--- config.mk ---
export PLATFORM = sky130hd
export DESIGN_NAME = rr_arbiter8
export DESIGN_NICKNAME = d
export VERILOG_FILES = /design/src/rtl/rr_arbiter8.sv
export SDC_FILE = /design/constraint.sdc
export NUM_CORES = 1
export LEC_CHECK = 0
export ABC_AREA = 1
export CORE_MARGIN = 10
export CORE_UTILIZATION = 40
export DETAILED_ROUTE_END_ITERATION = 7
export GPL_TIMING_DRIVEN = 1
export SLEW_MARGIN = 20
export SYNTH_ARGS = -nofsm -noshare
export SYNTH_HDL_FRONTEND = slang
export SYNTH_SLANG_ARGS = --single-unit
--- constraint.sdc ---
create_clock -name clk -period 3.1 [get_ports clk]
set_clock_uncertainty 0.1 [all_clocks]
set_input_delay 0.31 -clock clk [delete_from_list [all_inputs] [get_ports clk]]
set_output_delay 0.31 -clock clk [all_outputs]
set_load 0.05 [all_outputs]
--- src/rtl/rr_arbiter8.sv ---
// Eight-way round-robin arbiter producing a registered one-hot grant for the downstream 8-to-3 encoder.
// Optional RR_ARB_CODE_EN macro adds a registered binary grant code output (gnt_code).
module rr_arbiter8 #(
    parameter int MAX_HOLD = 15
) (
    input  logic       clk,
    input  logic       rst,
    input  logic [7:0] req,
    input  logic       ack,
    output logic [7:0] gnt,
`ifdef RR_ARB_CODE_EN
    output logic [2:0] gnt_code,
`endif
    output logic       gnt_valid
);

    typedef enum logic {
        IDLE  = 1'b0,
        GRANT = 1'b1
    } state_t;

    state_t     state_q, state_d;
    logic [2:0] ptr_q, ptr_d;
    logic [2:0] idx_q, idx_d;
    logic [7:0] hold_cnt_q, hold_cnt_d;
    logic [7:0] gnt_q, gnt_d;
    logic       gnt_valid_q, gnt_valid_d;
`ifdef RR_ARB_CODE_EN
    logic [2:0] gnt_code_q, gnt_code_d;
`endif
    logic [2:0] winner_s;
    logic       release_s;

    // Circular search for the first set request bit, starting at the priority pointer.
    function automatic logic [2:0] rr_pick(input logic [7:0] r, input logic [2:0] p);
        logic [2:0] pick;
        logic [2:0] j;
        logic       found;
        pick  = p;
        found = 1'b0;
        for (int k = 0; k < 8; k++) begin
            j = p + 3'(k);
            if (!found && r[j]) begin
                pick  = j;
                found = 1'b1;
            end else begin
                pick  = pick;
            end
        end
        return pick;
    endfunction

    // Winner selection and grant release decode.
    always_comb begin
        winner_s  = rr_pick(req, ptr_q);
        release_s = ack | ~req[idx_q] | (hold_cnt_q == 8'(MAX_HOLD));
    end

    // State register and all datapath flops.
    always_ff @(posedge clk or posedge rst) begin
        if (rst) begin
            state_q     <= IDLE;
            ptr_q       <= 3'd0;
            idx_q       <= 3'd0;
            hold_cnt_q  <= 8'd0;
            gnt_q       <= 8'h00;
            gnt_valid_q <= 1'b0;
`ifdef RR_ARB_CODE_EN
            gnt_code_q  <= 3'd0;
`endif
        end else begin
            state_q     <= state_d;
            ptr_q       <= ptr_d;
            idx_q       <= idx_d;
            hold_cnt_q  <= hold_cnt_d;
            gnt_q       <= gnt_d;
            gnt_valid_q <= gnt_valid_d;
`ifdef RR_ARB_CODE_EN
            gnt_code_q  <= gnt_code_d;
`endif
        end
    end

    // Next-state logic.
    always_comb begin
        state_d = state_q;
        case (state_q)
            IDLE: begin
                if (req != 8'h00) begin
                    state_d = GRANT;
                end else begin
                    state_d = IDLE;
                end
            end
            GRANT: begin
                if (release_s) begin
                    state_d = IDLE;
                end else begin
                    state_d = GRANT;
                end
            end
            default: state_d = IDLE;
        endcase
    end

    // Output and datapath next values; a release always passes through an all-zero cycle.
    always_comb begin
        ptr_d       = ptr_q;
        idx_d       = idx_q;
        hold_cnt_d  = hold_cnt_q;
        gnt_d       = gnt_q;
        gnt_valid_d = gnt_valid_q;
`ifdef RR_ARB_CODE_EN
        gnt_code_d  = gnt_code_q;
`endif
        case (state_q)
            IDLE: begin
                if (req != 8'h00) begin
                    idx_d       = winner_s;
                    hold_cnt_d  = 8'd1;
                    gnt_d       = 8'b0000_0001 << winner_s;
                    gnt_valid_d = 1'b1;
`ifdef RR_ARB_CODE_EN
                    gnt_code_d  = winner_s;
`endif
                end else begin
                    hold_cnt_d  = 8'd0;
                    gnt_d       = 8'h00;
                    gnt_valid_d = 1'b0;
`ifdef RR_ARB_CODE_EN
                    gnt_code_d  = 3'd0;
`endif
                end
            end
            GRANT: begin
                if (release_s) begin
                    ptr_d       = idx_q + 3'd1;
                    hold_cnt_d  = 8'd0;
                    gnt_d       = 8'h00;
                    gnt_valid_d = 1'b0;
`ifdef RR_ARB_CODE_EN
                    gnt_code_d  = 3'd0;
`endif
                end else begin
                    hold_cnt_d  = hold_cnt_q + 8'd1;
                end
            end
            default: begin
                hold_cnt_d  = 8'd0;
                gnt_d       = 8'h00;
                gnt_valid_d = 1'b0;
`ifdef RR_ARB_CODE_EN
                gnt_code_d  = 3'd0;
`endif
            end
        endcase
    end

    assign gnt       = gnt_q;
    assign gnt_valid = gnt_valid_q;
`ifdef RR_ARB_CODE_EN
    assign gnt_code  = gnt_code_q;
`endif

endmodule

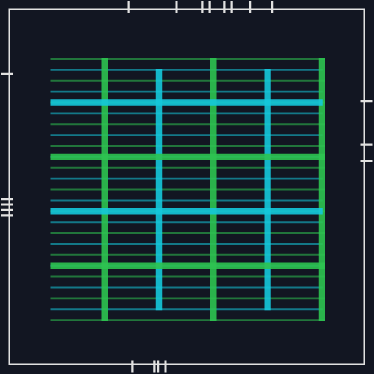
(images/power_grid.png)
(4 px per um) Pins as bars on the die edge.
Key: green = VSS; cyan = VDD
The core has 24 rows. 4 straps on met5. 5 straps on met4. 25 met1 rails follow the rows. 20 signal pins sit on the boundary.

==> run notes <==
run metrics: gate count after technology mapping=between 200 and 300, via count of the routed design=roughly 1800, vertical die dimension=88.4 um, #FFs+latches synth=24, register area=601 um2, Worst Setup EP=gnt[1]$_DFFE_PP0P_, total overflow reported by the global router=0, element type at the critical path start=flip-flop, endpoints failing hold=0, nonclk buf count=23, source of the worst hold timing path=gnt_valid$_DFFE_PP0P_, Finished Layout Cells=between 300 and 400, insertion delay of the later-clocked pin in the worst-skew pair=around 0.27 ns, transition time at the pin with the least slew margin=0.891 ns, reg-to-reg setup timing slack=slightly below 0.4 ns, Detailed Place HPWL=about 3.7 mm, PostCTS Resize Cnt=0, fraction of area in multi-input gates=0.512, most frequent cells after synthesis=sky130_fd_sc_hd__nand2_1 (95), sky130_fd_sc_hd__nand3_1 (43), sky130_fd_sc_hd__inv_1 (27), ratio of cells with drive above 1 in the final layout=0.0817, depth of the worst register-to-register path=17, number of nets in the synthesized netlist=299, Layout clock area frac=0.0326, pin count of the biggest net entering global routing=25, Adder-Cell Fraction of Synth Area=0.0267, total die size=between 7000 and 8000 um2, DP Cell Count=between 300 and 400, total stage count of the critical path=17, Critical Path Slowest Stage Cell=sky130_fd_sc_hd__dfrtp_1, family with the most delay on the worst path=simple AND/OR/NAND/NOR gates, detail-routed via count per cell=around 5.0, wire length of the first global-routing pass=7.97 mm, synthesized area per cell=6.59 um2, post-synth top area cell=sky130_fd_sc_hd__dfrtp_1, number of diodes added for antenna fixing=0, total tool warning count=27, cell at the root of the clock tree=sky130_fd_sc_hd__clkbuf_8, critical path data required time=~3.2 ns, clock-pin slew of the registers on the worst-case setup and hold paths=around 0.090 ns, register area share after synthesis=0.321, Area Growth Syn to Fin=17.0%, async set or reset register ratio after synthesis=1.00, CTS Buf Count=3, reg2reg end=gnt[1]$_DFFE_PP0P_, Worst Hold End=gnt_valid$_DFFE_PP0P_, aoi/oai-family share of the synthesized area=0.0849, Max-slew headroom=0.405, cell kind with the greatest summed area=logic gates, yosys warning tally=0, sinks on the clock net=24, CP bufs+invs=2, RSZ-0062 raised after global routing=no, Worst IR Drop VDD=roughly 0.44 mV, total leakage power=around 1.1 nW, class of the most critical hold timing path=flip-flop to flip-flop, Max Fanout on Critical Path=7, commonest cells after routing, fill and taps aside=sky130_fd_sc_hd__nand2_1 (95), sky130_fd_sc_hd__nand3_1 (43), sky130_fd_sc_hd__inv_1 (27), area of the synthesized netlist per yosys stat=~1900 um2, startpoint of the worst setup timing path=ptr_q[1]$_DFFE_PP0P_, Hold-fix buffers, CTS=0, clkbuf count=3, number of flops mapped to enable cells by yosys=0, dominant cells by area after synthesis=sky130_fd_sc_hd__dfrtp_1 (32%), sky130_fd_sc_hd__nand2_1 (19%), sky130_fd_sc_hd__nand3_1 (11%), sky130_fd_sc_hd__inv_1 (5.4%), sky130_fd_sc_hd__nor2_1 (4.8%), largest non-sequential cell family by area=simple AND/OR/NAND/NOR gates, mux share of post-synthesis cell area=0, Critical Setup Path Class=flip-flop to flip-flop, GPL Wtd Cong=approximately 0.86, number of signal-net inverters in the final layout=30, Yosys top cell area share=0.321, Arrival @ worst endpoint=about 2.8 ns, via count of the first global-routing pass=about 1700, number of sequential cells in the layout=24, final net count=around 320, worst hold path cell count=2, post-synthesis share of cell area spent on and, or, nand and nor gates=0.446, WHS=0.383 ns, xor/xnor share of the synthesized area=0.0414, time the worst path needs with I/O delays and setup=2.70 ns, Buffers on Ports=19, cell count listed in synth_stat.txt=~280, Power Density=roughly 1300 nW/um2, element type at the critical path end=flip-flop, result of the run=completed, drt drc=0, Peak Freq=370 MHz, detailed-route wire length per cell=around 13 um, Post-Syn Area=between 1500 and 2000 um2, multi-input gate area in the final layout=1120 um2, post-layout period usage of the worst path=0.872, setup tns final=0 ns
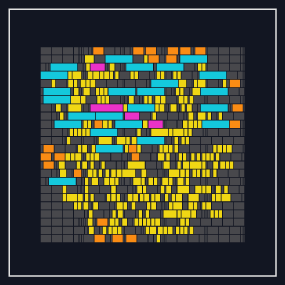
(images/placement_by_type.png)
(3 px per um) Fill, decap, tap and diode cells in grey.
Key: cyan = sequential cells [cells 24, share of their area 28%]; magenta = clock drivers and dummy loads [cells 4, share of their area 3.4%]; yellow = combinational and other logic [cells 255, share of their area 58%]; orange = remaining buffers and delay cells [cells 23, share of their area 10%]
utilization after layout: 0.493
# rows: 24
finished layout cell area: 2190 um2
register share of the cell area: 0.274
area of the core: 4440 um2

per-stage QoR:
stage	total power (W)	setup slack (ns)	cell area, um2	utilization
after floorplan	0.00205	0.600	1870	-
after global placement	0.00248	0.401	2120	0.477
after detailed placement	0.00248	0.409	2120	0.477
after CTS	0.00277	0.392	2190	0.493
after global routing	0.00308	0.0680	2190	0.493
final	0.00275	0.397	2190	0.493
power by group:
group / internal (W) / switching, W / total (W) / leakage (nW)
clock network: 0.000173 / 0.000106 / 0.000279 / 0.0357
registers: 0.000404 / 0.0000768 / 0.000481 / 0.317
logic: 0.000632 / 0.00135 / 0.00199 / 0.730
metal layers:
metal,vias to the layer above,part of all wire,global-route usage
met4,0,0.017,0.0367
met2,22,0.43,0.182
met3,8,0.026,0.0257
met1,806,0.52,0.180
met5,-,0,0
li1,965,-,-
No activity file was given, so power comes from the tool's default toggle rates.
